**src/rtl/impulse_scheduler_if.sv**
```systemverilog
// Command-load and DDS handshake bundle for the impulse scheduler.
// The host/DDS side uses master, the scheduler uses slave.
interface impulse_scheduler_if;
  logic        wr_data;
  logic [63:0] mem_time_start;
  logic [15:0] mem_n_impuls;
  logic [31:0] mem_tblank1;
  logic [31:0] mem_interval_ti;
  logic [31:0] mem_tblank2;
  logic [31:0] mem_interval_tp;
  logic        ack;
  logic        req;
  logic        dds_start;
  logic        en_iz;
  logic        en_pr;

  modport master (
    output wr_data,
    output mem_time_start,
    output mem_n_impuls,
    output mem_tblank1,
    output mem_interval_ti,
    output mem_tblank2,
    output mem_interval_tp,
    output ack,
    input  req,
    input  dds_start,
    input  en_iz,
    input  en_pr
  );

  modport slave (
    input  wr_data,
    input  mem_time_start,
    input  mem_n_impuls,
    input  mem_tblank1,
    input  mem_interval_ti,
    input  mem_tblank2,
    input  mem_interval_tp,
    input  ack,
    output req,
    output dds_start,
    output en_iz,
    output en_pr
  );
endinterface

```
**src/rtl/impulse_scheduler.sv**
```systemverilog
// Timed impulse-train sequencer: DDS load handshake, start-time arming,
// then N repetitions of BLANK1 -> TX -> BLANK2 -> RX counted in TICKs.
module impulse_scheduler #(
  parameter int unsigned ACK_TIMEOUT = 1024
) (
  input  logic               clk_i,
  input  logic               rst_i,
  input  logic [63:0]        time_i,
  input  logic               tick_i,
  input  logic               abort_i,
  impulse_scheduler_if.slave bus,
  output logic               busy_o,
  output logic               req_command_o,
  output logic               err_o,
  output logic [15:0]        imp_cnt_o
);

  localparam int unsigned TW = $clog2(ACK_TIMEOUT + 1);
  localparam logic [TW-1:0] TO_LAST = TW'(ACK_TIMEOUT - 1);

  typedef enum logic [2:0] {
    S_IDLE,
    S_LOAD,
    S_ARMED,
    S_BLANK1,
    S_TX,
    S_BLANK2,
    S_RX,
    S_DONE
  } state_e;

  typedef struct packed {
    logic [63:0] start;
    logic [15:0] n;
    logic [31:0] tb1;
    logic [31:0] ti;
    logic [31:0] tb2;
    logic [31:0] tp;
  } cmd_t;

  state_e        state_q, state_d;
  cmd_t          cmd_q, cmd_d;
  logic [15:0]   imp_q, imp_d;
  logic [31:0]   ph_q, ph_d;
  logic [TW-1:0] to_q, to_d;

  logic req_q, req_d;
  logic dds_q, dds_d;
  logic iz_q, iz_d;
  logic pr_q, pr_d;
  logic busy_q, busy_d;
  logic rc_q, rc_d;
  logic err_q, err_d;

  logic [15:0] imp_inc;
  logic [31:0] ph_dec;
  logic        ph_end;

  always_comb begin
    state_d = state_q;
    cmd_d   = cmd_q;
    imp_d   = imp_q;
    ph_d    = ph_q;
    to_d    = to_q;
    err_d   = 1'b0;
    imp_inc = imp_q + 16'd1;
    ph_dec  = tick_i ? (ph_q - 32'd1) : ph_q;
    // A zero-length phase leaves after one cycle; otherwise on its last TICK
    ph_end  = (ph_q == 32'd0) || (tick_i && (ph_q == 32'd1));

    if (abort_i) begin
      state_d = S_IDLE;
    end else begin
      if (bus.wr_data && (state_q != S_IDLE)) begin
        err_d = 1'b1;
      end
      unique case (state_q)
        S_IDLE: begin
          if (bus.wr_data) begin
            if (bus.mem_n_impuls != 16'd0) begin
              cmd_d.start = bus.mem_time_start;
              cmd_d.n     = bus.mem_n_impuls;
              cmd_d.tb1   = bus.mem_tblank1;
              cmd_d.ti    = bus.mem_interval_ti;
              cmd_d.tb2   = bus.mem_tblank2;
              cmd_d.tp    = bus.mem_interval_tp;
              imp_d       = 16'd0;
              to_d        = '0;
              state_d     = S_LOAD;
            end else begin
              err_d = 1'b1;
            end
          end
        end
        S_LOAD: begin
          if (bus.ack) begin
            state_d = S_ARMED;
          end else if (to_q == TO_LAST) begin
            state_d = S_IDLE;
            err_d   = 1'b1;
          end else begin
            to_d = to_q + TW'(1);
          end
        end
        S_ARMED: begin
          if (time_i >= cmd_q.start) begin
            state_d = S_BLANK1;
            ph_d    = cmd_q.tb1;
          end
        end
        S_BLANK1: begin
          if (ph_end) begin
            state_d = S_TX;
            ph_d    = cmd_q.ti;
          end else begin
            ph_d = ph_dec;
          end
        end
        S_TX: begin
          if (ph_end) begin
            state_d = S_BLANK2;
            ph_d    = cmd_q.tb2;
          end else begin
            ph_d = ph_dec;
          end
        end
        S_BLANK2: begin
          if (ph_end) begin
            state_d = S_RX;
            ph_d    = cmd_q.tp;
          end else begin
            ph_d = ph_dec;
          end
        end
        S_RX: begin
          if (ph_end) begin
            imp_d = imp_inc;
            if (imp_inc == cmd_q.n) begin
              state_d = S_DONE;
            end else begin
              state_d = S_BLANK1;
              ph_d    = cmd_q.tb1;
            end
          end else begin
            ph_d = ph_dec;
          end
        end
        S_DONE: begin
          state_d = S_IDLE;
        end
        default: begin
          state_d = S_IDLE;
        end
      endcase
    end

    // Outputs are registered copies of the next-state decode
    req_d  = (state_d == S_LOAD);
    iz_d   = (state_d == S_TX);
    pr_d   = (state_d == S_RX);
    dds_d  = (state_d == S_TX) && (state_q != S_TX);
    busy_d = (state_d != S_IDLE);
    rc_d   = (state_d == S_DONE);
  end

  always_ff @(posedge clk_i) begin
    if (rst_i) begin
      state_q <= S_IDLE;
      cmd_q   <= '0;
      imp_q   <= 16'd0;
      ph_q    <= 32'd0;
      to_q    <= '0;
      req_q   <= 1'b0;
      dds_q   <= 1'b0;
      iz_q    <= 1'b0;
      pr_q    <= 1'b0;
      busy_q  <= 1'b0;
      rc_q    <= 1'b0;
      err_q   <= 1'b0;
    end else begin
      state_q <= state_d;
      cmd_q   <= cmd_d;
      imp_q   <= imp_d;
      ph_q    <= ph_d;
      to_q    <= to_d;
      req_q   <= req_d;
      dds_q   <= dds_d;
      iz_q    <= iz_d;
      pr_q    <= pr_d;
      busy_q  <= busy_d;
      rc_q    <= rc_d;
      err_q   <= err_d;
    end
  end

  assign bus.req       = req_q;
  assign bus.dds_start = dds_q;
  assign bus.en_iz     = iz_q;
  assign bus.en_pr     = pr_q;
  assign busy_o        = busy_q;
  assign req_command_o = rc_q;
  assign err_o         = err_q;
  assign imp_cnt_o     = imp_q;

endmodule
```
**src/flat_wrapper.sv**
```systemverilog
// flat-port wrapper written by rule: the top's interface ports become plain ports
module impulse_scheduler_flat 
#(
  parameter int unsigned ACK_TIMEOUT = 1024
)
  (clk_i, rst_i, time_i, tick_i, abort_i, busy_o, req_command_o, err_o, imp_cnt_o, bus_wr_data, bus_mem_time_start, bus_mem_n_impuls, bus_mem_tblank1, bus_mem_interval_ti, bus_mem_tblank2, bus_mem_interval_tp, bus_ack, bus_req, bus_dds_start, bus_en_iz, bus_en_pr);
  impulse_scheduler_if bus_i ();
  input  logic clk_i;
  input  logic rst_i;
  input  logic [63:0] time_i;
  input  logic tick_i;
  input  logic abort_i;
  output logic busy_o;
  output logic req_command_o;
  output logic err_o;
  output logic [15:0] imp_cnt_o;
  input wire logic [$bits(bus_i.wr_data)-1:0] bus_wr_data;
  input wire logic [$bits(bus_i.mem_time_start)-1:0] bus_mem_time_start;
  input wire logic [$bits(bus_i.mem_n_impuls)-1:0] bus_mem_n_impuls;
  input wire logic [$bits(bus_i.mem_tblank1)-1:0] bus_mem_tblank1;
  input wire logic [$bits(bus_i.mem_interval_ti)-1:0] bus_mem_interval_ti;
  input wire logic [$bits(bus_i.mem_tblank2)-1:0] bus_mem_tblank2;
  input wire logic [$bits(bus_i.mem_interval_tp)-1:0] bus_mem_interval_tp;
  input wire logic [$bits(bus_i.ack)-1:0] bus_ack;
  output wire logic [$bits(bus_i.req)-1:0] bus_req;
  output wire logic [$bits(bus_i.dds_start)-1:0] bus_dds_start;
  output wire logic [$bits(bus_i.en_iz)-1:0] bus_en_iz;
  output wire logic [$bits(bus_i.en_pr)-1:0] bus_en_pr;
  assign bus_i.wr_data = bus_wr_data;
  assign bus_i.mem_time_start = bus_mem_time_start;
  assign bus_i.mem_n_impuls = bus_mem_n_impuls;
  assign bus_i.mem_tblank1 = bus_mem_tblank1;
  assign bus_i.mem_interval_ti = bus_mem_interval_ti;
  assign bus_i.mem_tblank2 = bus_mem_tblank2;
  assign bus_i.mem_interval_tp = bus_mem_interval_tp;
  assign bus_i.ack = bus_ack;
  assign bus_req = bus_i.req;
  assign bus_dds_start = bus_i.dds_start;
  assign bus_en_iz = bus_i.en_iz;
  assign bus_en_pr = bus_i.en_pr;
  impulse_scheduler #(.ACK_TIMEOUT(ACK_TIMEOUT)) u_core (.clk_i(clk_i), .rst_i(rst_i), .time_i(time_i), .tick_i(tick_i), .abort_i(abort_i), .bus(bus_i), .busy_o(busy_o), .req_command_o(req_command_o), .err_o(err_o), .imp_cnt_o(imp_cnt_o));
endmodule
```
**config.mk**
```make
export PLATFORM = sky130hd
export DESIGN_NAME = impulse_scheduler_flat
export DESIGN_NICKNAME = d
export VERILOG_FILES = /design/src/rtl/impulse_scheduler_if.sv /design/src/rtl/impulse_scheduler.sv /design/src/flat_wrapper.sv
export SDC_FILE = /design/constraint.sdc
export NUM_CORES = 1
export LEC_CHECK = 0
export ABC_CLOCK_PERIOD_IN_PS = 2900
export CAP_MARGIN = 20
export CORE_UTILIZATION = 47
export DETAILED_ROUTE_END_ITERATION = 7
export GPL_TIMING_DRIVEN = 0
export HOLD_SLACK_MARGIN = 0.05
export PLACE_DENSITY_LB_ADDON = 0.3
export SYNTH_ARGS = -nofsm -noshare
export SYNTH_HDL_FRONTEND = slang
export SYNTH_SLANG_ARGS = --single-unit
```
**constraint.sdc**
```tcl
create_clock -name clk_i -period 2.9 [get_ports clk_i]
set_input_delay 0.435 -clock clk_i [delete_from_list [all_inputs] [get_ports clk_i]]
set_output_delay 0.435 -clock clk_i [all_outputs]
set_load 0.01 [all_outputs]
```
Figure 1. Placement by cell class (run 1).
Fill, decap, tap and diode cells in gray.
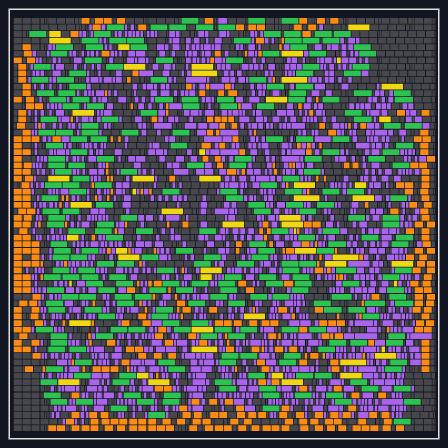
sequential cells: drawn in green, cells 277. remaining buffers and delay cells: drawn in orange, cells 447. remaining logic cells: drawn in purple, cells 1515. clock drivers and dummy loads: drawn in yellow, cells 53.

Figure 2. I/O nets highlighted (run 1).
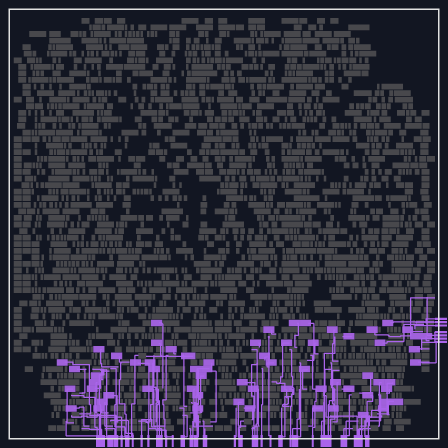
time_i: drawn in purple, direction input, edge 57 bottom, 7 right, end cells 64, buffers 64, wire 2210 µm.

==> impl_metrics.toml, run 1 <==
# flow metrics
[power_and_ir_drop]
switchingPower_mw = 2.51
seqPwrFrac_pct = 41.1
power_mw = 9.84
powerClk_mw = 4.33
combPwrFrac_pct = 15.0

[outcome]
status = "finished, final reports clean"

[yosys]
synth_cell_types = 74
netlist_top_cells_count = "501 x nand2_1, 296 x a21oi_1, 277 x dfxtp_1, 118 x clkbuf_1, 82 x nor2_1"
ff_type = "dfxtp_1"
fa_ha_area_share_pct = 5.98
xor_area_share_pct = 2.49
ys_seq_share_pct = 38.4
aoi_share_pct = 20.4
ys.warnings.count = 0

[detailed_routing]
vias = 15700

[floorplanning]
dieWidth_um = 177

[timing]
setup_tns_ns = 0
relSlewSlack_pct = 39.6

[layout]
clkCellAreaFrac_pct = 5.69
diodes = 2
area_growth_pct = 35.8
clkbuf_count = 42

[global_routing]
track_usage_pct = 34.1
antenna_found_initial = 2

[hold_path]
whs_path_depth = 2
min-delay-start = "abort_i"

[clocking]
cts-root-buf = "clkbuf_16"
htreeDepth = 1
cts_tree = "done"
clockBufferDepth = 3

[placement]
dp_hpwl_mm = 40.6

[critical_path]
endpoint = "u_core.ph_q[17]"
slowest_stage = "dfxtp_1"
Figure 3. Placed standard cells (run 1).
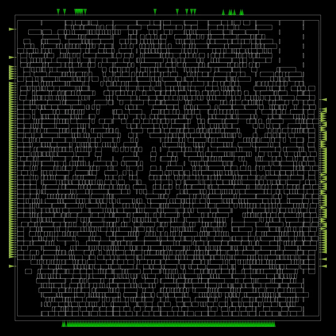
num rows: 63
Core Area: 0.0300 mm²

Figure 4. Metal 2 (run 1).
Cells faint in the background.
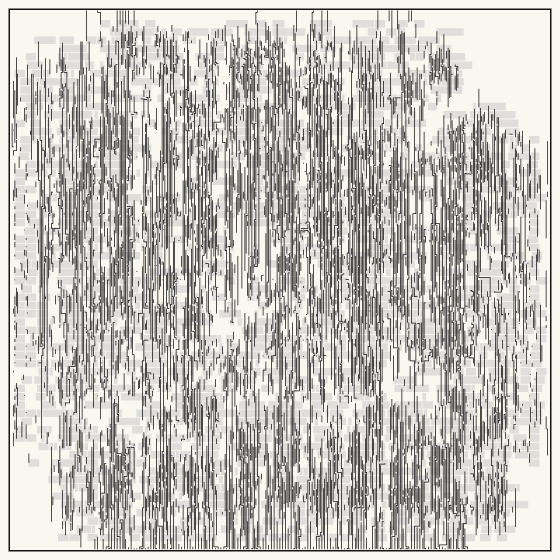
2208 nets have wire on it. The layer carries 25.7 mm of wire. The longest straight run is 74.5 µm. The layer holds 47% of the routed length.

-- run 1: repair_timing --
item,4_1_cts,5_1_grt
endpoints found under the setup margin,195,156
resized,58,87
pin swaps,5,14
hold buffers,0,0
gates cloned,0,1
setup buffers,9,11
-- run 1: flip-flops by register name, indices dropped and copies added (netlist names) --
| signal | count |
|---|---|
| u_core.bus.dds_start | 1 |
| u_core.bus.en_iz | 1 |
| u_core.bus.en_pr | 1 |
| u_core.bus.req | 1 |
| u_core.busy_o | 1 |
| u_core.cmd_q | 208 |
| u_core.err_o | 1 |
| u_core.imp_cnt_o | 16 |
| u_core.ph_q | 32 |
| u_core.req_command_o | 1 |
| u_core.state_q | 3 |
| u_core.to_q | 11 |
==> run 1 -> run 2 <==
Settings changed: SLEW_MARGIN from default to 25.
Figure 5. Met3 routing (run 2).
Scale bar: 50 µm.
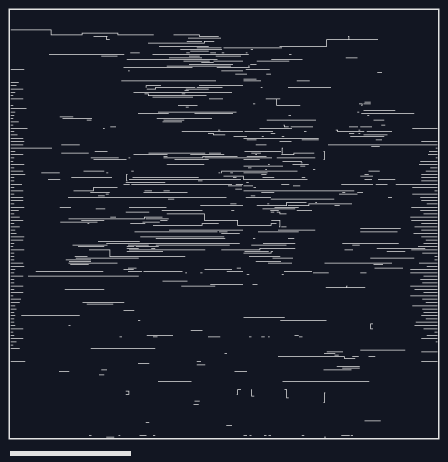
The layer holds 8.1% of the routed length. The wires run mostly horizontal.

==> impl_metrics.toml, run 2 <==
# flow metrics
[outcome]
status = "finished, final reports clean"

[critical_path]
slowest_stage = "dfxtp_1"
endpoint = "u_core.ph_q[17]"

[clocking]
htreeDepth = 1
cts-hold-fix-buffers = 0
cts_tree = "done"
cts-root-buf = "clkbuf_16"

[yosys]
xor_area_share_pct = 2.49
aoi_share_pct = 20.4
ff_type = "dfxtp_1"
synth_cell_types = 74
ys_seq_share_pct = 38.4
netlist_top_cells_count = "501 x nand2_1, 296 x a21oi_1, 277 x dfxtp_1, 118 x clkbuf_1, 82 x nor2_1"

[timing]
setup_tns_ns = 0
relSlewSlack_pct = 39.6

[power_and_ir_drop]
powerClk_mw = 4.33
power_mw = 9.84
switchingPower_mw = 2.51

[layout]
max_flop_register = "u_core.cmd_q"
largest_reg_flops = 208
area_growth_pct = 35.8

[hold_path]
min-delay-start = "abort_i"
whs_path_depth = 2

[floorplanning]
rows = 63
dieWidth_um = 177

[placement]
dp_hpwl_mm = 40.6
==> run 2: cell counts after synthesis <==
Identical to the previous run, type by type.
==> run 2: what timing repair did <==
item	in CTS	in global routing
gates resized	58	87
endpoints found under the setup margin	195	156
setup buffers	9	11
cloned	0	1
pin swaps	5	14
==> run 2: area by class of cell <==
class / count / area, µm²
Antenna cell: 2 / 5.00
Buffer: 127 / 588
Clock buffer: 42 / 907
Clock inverter: 11 / 208
Fill cell: 2597 / 10400
Inverter: 78 / 293
Multi-Input combinational cell: 1437 / 8390
Sequential cell: 277 / 5570
Tap cell: 390 / 488
Timing Repair Buffer: 320 / 3150
